--- config.mk ---
export PLATFORM = sky130hd
export DESIGN_NAME = pc_top
export DESIGN_NICKNAME = d
export VERILOG_FILES = /design/src/rtl/pc_top_pkg.sv /design/src/rtl/pc_top_reg32.sv /design/src/rtl/pc_top.sv
export SDC_FILE = /design/constraint.sdc
export NUM_CORES = 1
export LEC_CHECK = 0
export CAP_MARGIN = 20
export CORE_AREA = 2 2 93 95
export CTS_BUF_LIST = sky130_fd_sc_hd__clkbuf_16
export DETAILED_ROUTE_END_ITERATION = 12
export DIE_AREA = 0 0 95 97
export PLACE_DENSITY = 0.81
export SLEW_MARGIN = 20
export SYNTH_ARGS = -nofsm -noshare
export SYNTH_HDL_FRONTEND = slang
export SYNTH_HIERARCHICAL = 1
export SYNTH_SLANG_ARGS = --single-unit
--- constraint.sdc ---
create_clock -name clk -period 2.4 [get_ports clk]
set_input_delay 0.24 -clock clk [delete_from_list [all_inputs] [get_ports clk]]
set_output_delay 0.24 -clock clk [all_outputs]
set_load 0.03 [all_outputs]
--- src/rtl/pc_top_pkg.sv ---
// Shared definitions for next-PC selection: control-word bit positions and
// the PCSRC source encodings.
package pc_top_pkg;

  localparam int unsigned DATA_W   = 32;
  localparam int unsigned JTA_W    = 26;
  localparam int unsigned SYSC_W   = 30;
  localparam int unsigned CTRL_W   = 22;

  localparam int unsigned JUMPADDR = 21;
  localparam int unsigned PCSRC_HI = 20;
  localparam int unsigned PCSRC_LO = 19;

  typedef enum logic [1:0] {
    PCSRC_JUMP = 2'b00,
    PCSRC_XREG = 2'b01,
    PCSRC_ZREG = 2'b10,
    PCSRC_ALU  = 2'b11
  } pcsrc_e;

endpackage

--- src/rtl/pc_top_reg32.sv ---
// 32-bit register with asynchronous active-high clear; used for Z and
// reusable elsewhere in the datapath.
module reg32 (
  input  logic        clk_i,
  input  logic        rst_i,
  input  logic [31:0] d_i,
  output logic [31:0] q_o
);

  logic [31:0] q_q;

  always_ff @(posedge clk_i or posedge rst_i) begin
    if (rst_i) begin
      q_q <= '0;
    end else begin
      q_q <= d_i;
    end
  end

  assign q_o = q_q;

endmodule

--- src/rtl/pc_top.sv ---
// Next-PC source selection: jump target / X / Z / ALU mux, plus the Z
// register that captures the ALU result every cycle.
module pc_top
  import pc_top_pkg::*;
(
  input  logic        clk,
  input  logic        reset,
  input  logic [31:0] alu_out,
  input  logic [31:0] x_reg_out,
  input  logic [25:0] jta,
  input  logic [31:0] pc,
  input  logic [29:0] syscall,
  input  logic [21:0] ctrl_in,
  output logic [31:0] pc_src,
  output logic [31:0] z_reg_out
);

  logic [31:0] jump_target;
  logic [31:0] z_q;
  pcsrc_e      pcsrc;

  reg32 u_z_reg (
    .clk_i (clk),
    .rst_i (reset),
    .d_i   (alu_out),
    .q_o   (z_q)
  );

  assign z_reg_out = z_q;

  always_comb begin
    jump_target = '0;
    if (ctrl_in[JUMPADDR]) begin
      jump_target = {syscall, 2'b00};
    end else begin
      jump_target = {pc[31:28], jta, 2'b00};
    end
  end

  always_comb begin
    pcsrc  = pcsrc_e'(ctrl_in[PCSRC_HI:PCSRC_LO]);
    pc_src = jump_target;
    case (pcsrc)
      PCSRC_JUMP: pc_src = jump_target;
      PCSRC_XREG: pc_src = x_reg_out;
      PCSRC_ZREG: pc_src = z_q;
      PCSRC_ALU:  pc_src = alu_out;
      default:    pc_src = jump_target;
    endcase
  end

  // Low control bits and PC low bits belong to other datapath blocks.
  logic unused_bits;
  assign unused_bits = ^{ctrl_in[18:0], pc[27:0]};

endmodule

Figure 1. Cell sizes after repair (run 1).
(4 px per um)
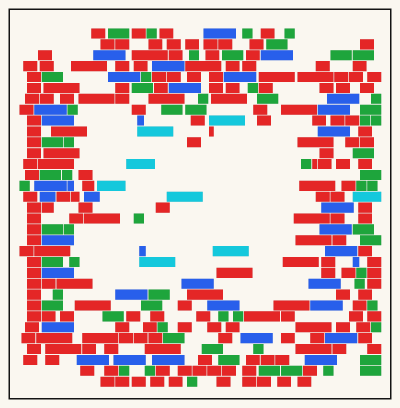
Key: green = drive 3 to 4 [cells 63]; red = drive 1 or less [cells 195]; cyan = drive 6 and up [cells 8]; blue = drive 2 [cells 36]
area growth from synthesis to layout: 102%
Plain + repair buffers: 196

Figure 2. Nets reached from selected ports (run 1).
(4 px per um)
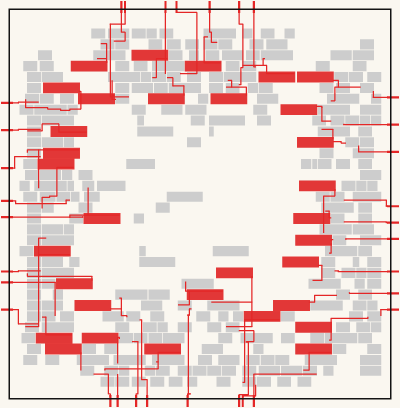
Key: red = z_reg_out [bits 32, direction output, edge 9 east, 8 west, 8 south, 7 north, end cells 32, buffers 32, wire 877 um]
I/O pins: 240
count of buffers from port buffering: 192

==> flow_summary.html, run 1 <==
<h2>Implementation results</h2>
<table>
<tr><th>Metric</th><th>Value</th></tr>
<tr><th colspan="2">Outcome</th></tr>
<tr><td>Run status</td><td>finished, final reports clean</td></tr>
<tr><th colspan="2">Worst setup path</th></tr>
<tr><td>Termination of the worst setup path</td><td>pc_src[1]</td></tr>
<tr><td>Arrival time of data at the critical path endpoint</td><td>between 1.5 and 2 ns</td></tr>
<tr><th colspan="2">Floorplan</th></tr>
<tr><td>Floorplan core area</td><td>8130 sq um</td></tr>
<tr><td>TAP cells</td><td>about 110</td></tr>
<tr><th colspan="2">Finish</th></tr>
<tr><td>Leading cell category by total area</td><td>buffers</td></tr>
<tr><td>Layout clock buffer count</td><td>5</td></tr>
<tr><td>Total number of nets in the final design</td><td>477</td></tr>
<tr><td>Flip-flop and latch share of the layout cell area</td><td>0.193</td></tr>
<tr><th colspan="2">Synth</th></tr>
<tr><td>Yosys warning count</td><td>6</td></tr>
<tr><td>Syn Std Cell Area</td><td>2060 sq um</td></tr>
<tr><td>Synth area leader</td><td>sky130_fd_sc_hd__dfrtp_1</td></tr>
<tr><td>Mux share of post-synthesis cell area</td><td>0.559</td></tr>
<tr><td>Per-instance average area after synthesis</td><td>18.9 sq um</td></tr>
<tr><td>Fraction of synthesized cell area taken by the top area cell type</td><td>0.390</td></tr>
<tr><td>Number of cell instances after yosys synthesis</td><td>around 110</td></tr>
<tr><td>Cell types with the largest area share after synthesis</td><td>sky130_fd_sc_hd__dfrtp_1, sky130_fd_sc_hd__mux4_2, sky130_fd_sc_hd__mux2_4</td></tr>
<tr><td>Post-synthesis instance total</td><td>109</td></tr>
<tr><th colspan="2">Drt</th></tr>
<tr><td>Antenna-violating nets left</td><td>0</td></tr>
<tr><td>Final WL</td><td>~7000 um</td></tr>
<tr><td>Number of vias in the routed layout</td><td>1878</td></tr>
<tr><th colspan="2">Final timing</th></tr>
<tr><td>Accumulated negative setup slack</td><td>0 ns</td></tr>
<tr><td>Transition time of the tightest slew-check pin</td><td>0.424 ns</td></tr>
<tr><td>RSZ-0062 raised after global routing</td><td>false</td></tr>
<tr><th colspan="2">Clock tree</th></tr>
<tr><td>Post-CTS repair timing setup buffer count</td><td>0</td></tr>
<tr><th colspan="2">Place</th></tr>
<tr><td>DP Worst Slack</td><td>0.444 ns</td></tr>
<tr><th colspan="2">Power</th></tr>
<tr><td>Final Power</td><td>1.97 mW</td></tr>
</table>
Figure 3. Layout detail (run 1).
Region (4, 4) to (44, 44) um. Cells in grey, sequential cells in the stronger grey; small squares are vias.
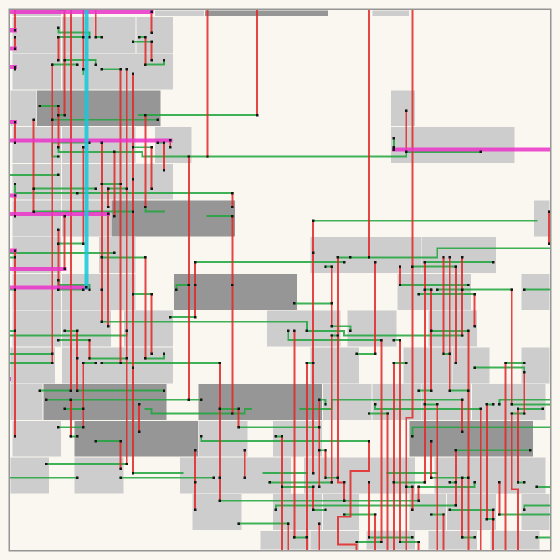
Key: green = met1; red = met2; cyan = met4; magenta = met3
Most frequent: clkdlybuf4s50_1 (37). Sequential cells in the window: 7. 66 logic cells have their middle in the window. Netlist names of flops here include u_z_reg/q_o (7).

-- run 1: power by group --
part,total (mW),switching [mW],internal (mW)
clock,0.601,0.225,0.376
sequential,0.581,0.0138,0.568
combinational,0.788,0.334,0.455
total,1.97,0.572,1.40
-- run 1: placed cells by master, fill, tap and decap left out, drive strengths merged --
cell type | netlist | layout
clkdlybuf4s50 | 0 | 158
buf | 9 | 38
dfrtp | 32 | 32
mux2 | 32 | 32
mux4 | 30 | 30
clkbuf | 2 | 5
clkinv | 0 | 3
a22o | 2 | 2
nor2b | 1 | 1
inv | 1 | 1
-- run 1: metal layers --
layer	part of all wire	GRT usage	up-vias
met5	0	0	-
met1	0.33	0.150	922
met3	0.11	0.0569	10
met2	0.54	0.292	114
met4	0.014	0.0390	0
li1	-	-	832
Figure 4. The clock network (run 1).
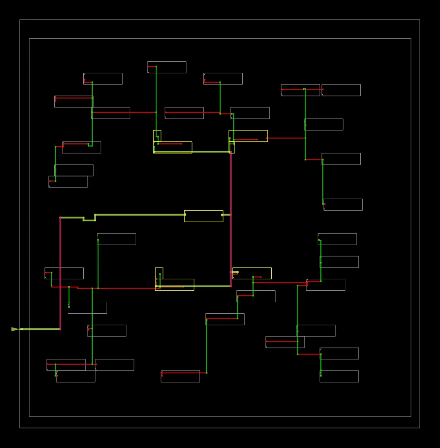

==> run 2: changes to the inputs <==
==> constraint.sdc (replaced) <==
create_clock -name clk -period 1.8 [get_ports clk]
set_input_delay 0.18 -clock clk [delete_from_list [all_inputs] [get_ports clk]]
set_output_delay 0.18 -clock clk [all_outputs]
set_load 0.03 [all_outputs]
Figure 5. The clock network (run 2).
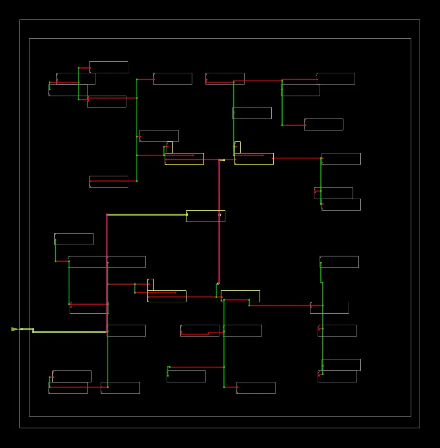
CTS sink count: 32
number of buffers inserted during clock tree synthesis: 5
power attributed to the clock group: 0.789 mW
flip-flop and latch count: 32
layout clock buffer count: 5

==> flow_summary.html, run 2 <==
<h2>Implementation results</h2>
<table>
<tr><th>Metric</th><th>Value</th></tr>
<tr><th colspan="2">Synth</th></tr>
<tr><td>Synth area leader</td><td>sky130_fd_sc_hd__dfrtp_1</td></tr>
<tr><td>Number of cell instances after yosys synthesis</td><td>109</td></tr>
<tr><td>Mux share of post-synthesis cell area</td><td>0.559</td></tr>
<tr><td>Syn Std Cell Area</td><td>2060 sq um</td></tr>
<tr><td>Cell types with the largest area share after synthesis</td><td>sky130_fd_sc_hd__dfrtp_1, sky130_fd_sc_hd__mux4_2, sky130_fd_sc_hd__mux2_4</td></tr>
<tr><td>Yosys warning count</td><td>6</td></tr>
<tr><td>Per-instance average area after synthesis</td><td>18.9 sq um</td></tr>
<tr><td>Most frequent cell after synthesis</td><td>sky130_fd_sc_hd__dfrtp_1</td></tr>
<tr><td>Fraction of synthesized cell area taken by the top area cell type</td><td>0.390</td></tr>
<tr><td>Post-synthesis instance total</td><td>109</td></tr>
<tr><td>Synth Net Count</td><td>285</td></tr>
<tr><th colspan="2">Finish</th></tr>
<tr><td>Top Layout Cells</td><td>sky130_fd_sc_hd__clkdlybuf4s50_1, sky130_fd_sc_hd__buf_4, sky130_fd_sc_hd__dfrtp_1</td></tr>
<tr><td>Total number of nets in the final design</td><td>481</td></tr>
<tr><td>Clock-cell share</td><td>0.0325</td></tr>
<tr><td>Fraction of area in multi-input gates</td><td>0.280</td></tr>
<tr><td>Plain + repair buffers</td><td>roughly 200</td></tr>
<tr><td>Leading cell category by total area</td><td>buffers</td></tr>
<tr><td>Non-CTS inverters</td><td>1</td></tr>
<tr><td>Flip-flop and latch share of the layout cell area</td><td>0.191</td></tr>
<tr><td>Area growth from synthesis to layout</td><td>104%</td></tr>
<tr><td>Fill cell instance count of the final layout</td><td>about 670</td></tr>
<tr><td>Area of the multi-input gates</td><td>approximately 1200 sq um</td></tr>
<tr><td>Most common cell after layout, fill and taps aside</td><td>sky130_fd_sc_hd__clkdlybuf4s50_1</td></tr>
<tr><th colspan="2">Final timing</th></tr>
<tr><td>RSZ-0062 raised after global routing</td><td>false</td></tr>
<tr><td>Transition time of the tightest slew-check pin</td><td>~0.43 ns</td></tr>
<tr><td>Accumulated negative setup slack</td><td>0 ns</td></tr>
<tr><th colspan="2">Drt</th></tr>
<tr><td>Final WL</td><td>just over 7000 um</td></tr>
<tr><td>Highest metal used</td><td>met4</td></tr>
<tr><td>Detailed-route wire length on metal 1</td><td>2480 um</td></tr>
<tr><td>Number of vias in the routed layout</td><td>1895</td></tr>
<tr><td>Met2 Routed Length</td><td>a little under 4000 um</td></tr>
<tr><td>Met3 Routed Length</td><td>approximately 730 um</td></tr>
<tr><td>Antenna-violating nets left</td><td>0</td></tr>
<tr><th colspan="2">Worst setup path</th></tr>
<tr><td>Termination of the worst setup path</td><td>pc_src[10]</td></tr>
<tr><td>Arrival time of data at the critical path endpoint</td><td>between 1.5 and 2 ns</td></tr>
<tr><td>Data required time of the critical path</td><td>1.62 ns</td></tr>
<tr><th colspan="2">GRT</th></tr>
<tr><td>Grt peak-use layer</td><td>met2</td></tr>
<tr><td>Global-route track usage on met3</td><td>0.0452</td></tr>
<tr><td>M1 GR Usage</td><td>0.150</td></tr>
<tr><td>Global Route met2 Usage</td><td>0.297</td></tr>
<tr><td>Global-route wire length before repair</td><td>10600 um</td></tr>
<tr><th colspan="2">Place</th></tr>
<tr><td>Standard cell area after detailed placement</td><td>4050 sq um</td></tr>
<tr><td>Count of buffers from port buffering</td><td>192</td></tr>
<tr><td>DP Worst Slack</td><td>0.0363 ns</td></tr>
<tr><th colspan="2">Power</th></tr>
<tr><td>Final Power</td><td>2.63 mW</td></tr>
<tr><th colspan="2">Floorplan</th></tr>
<tr><td>Floorplan core area</td><td>8130 sq um</td></tr>
<tr><td>I/O pins</td><td>approximately 240</td></tr>
<tr><td>TAP cells</td><td>105</td></tr>
<tr><th colspan="2">Outcome</th></tr>
<tr><td>Run status</td><td>finished, final reports clean</td></tr>
<tr><th colspan="2">Clock tree</th></tr>
<tr><td>Post-CTS repair timing setup buffer count</td><td>0</td></tr>
</table>
## run 2: netlist changes by cell type in the layout (fill, tap and decap cells not counted)
cell	before	now
sky130_fd_sc_hd__buf_12	3	4
sky130_fd_sc_hd__clkinv_2	2	0
sky130_fd_sc_hd__buf_4	33	35
sky130_fd_sc_hd__inv_1	1	3
sky130_fd_sc_hd__buf_6	0	1
## run 2: critical path: stages
cell and delay (ns):
sky130_fd_sc_hd__clkdlybuf4s50_1 0.58, sky130_fd_sc_hd__buf_4 0.27, sky130_fd_sc_hd__mux4_2 0.33, sky130_fd_sc_hd__buf_4 0.18
## run 2: where the power goes
group | switching [mW] | internal [mW] | total, mW
combinational | 0.448 | 0.615 | 1.06
clock | 0.292 | 0.497 | 0.789
sequential | 0.0184 | 0.757 | 0.775
total | 0.759 | 1.87 | 2.63
Power and IR drop assume default switching activity.
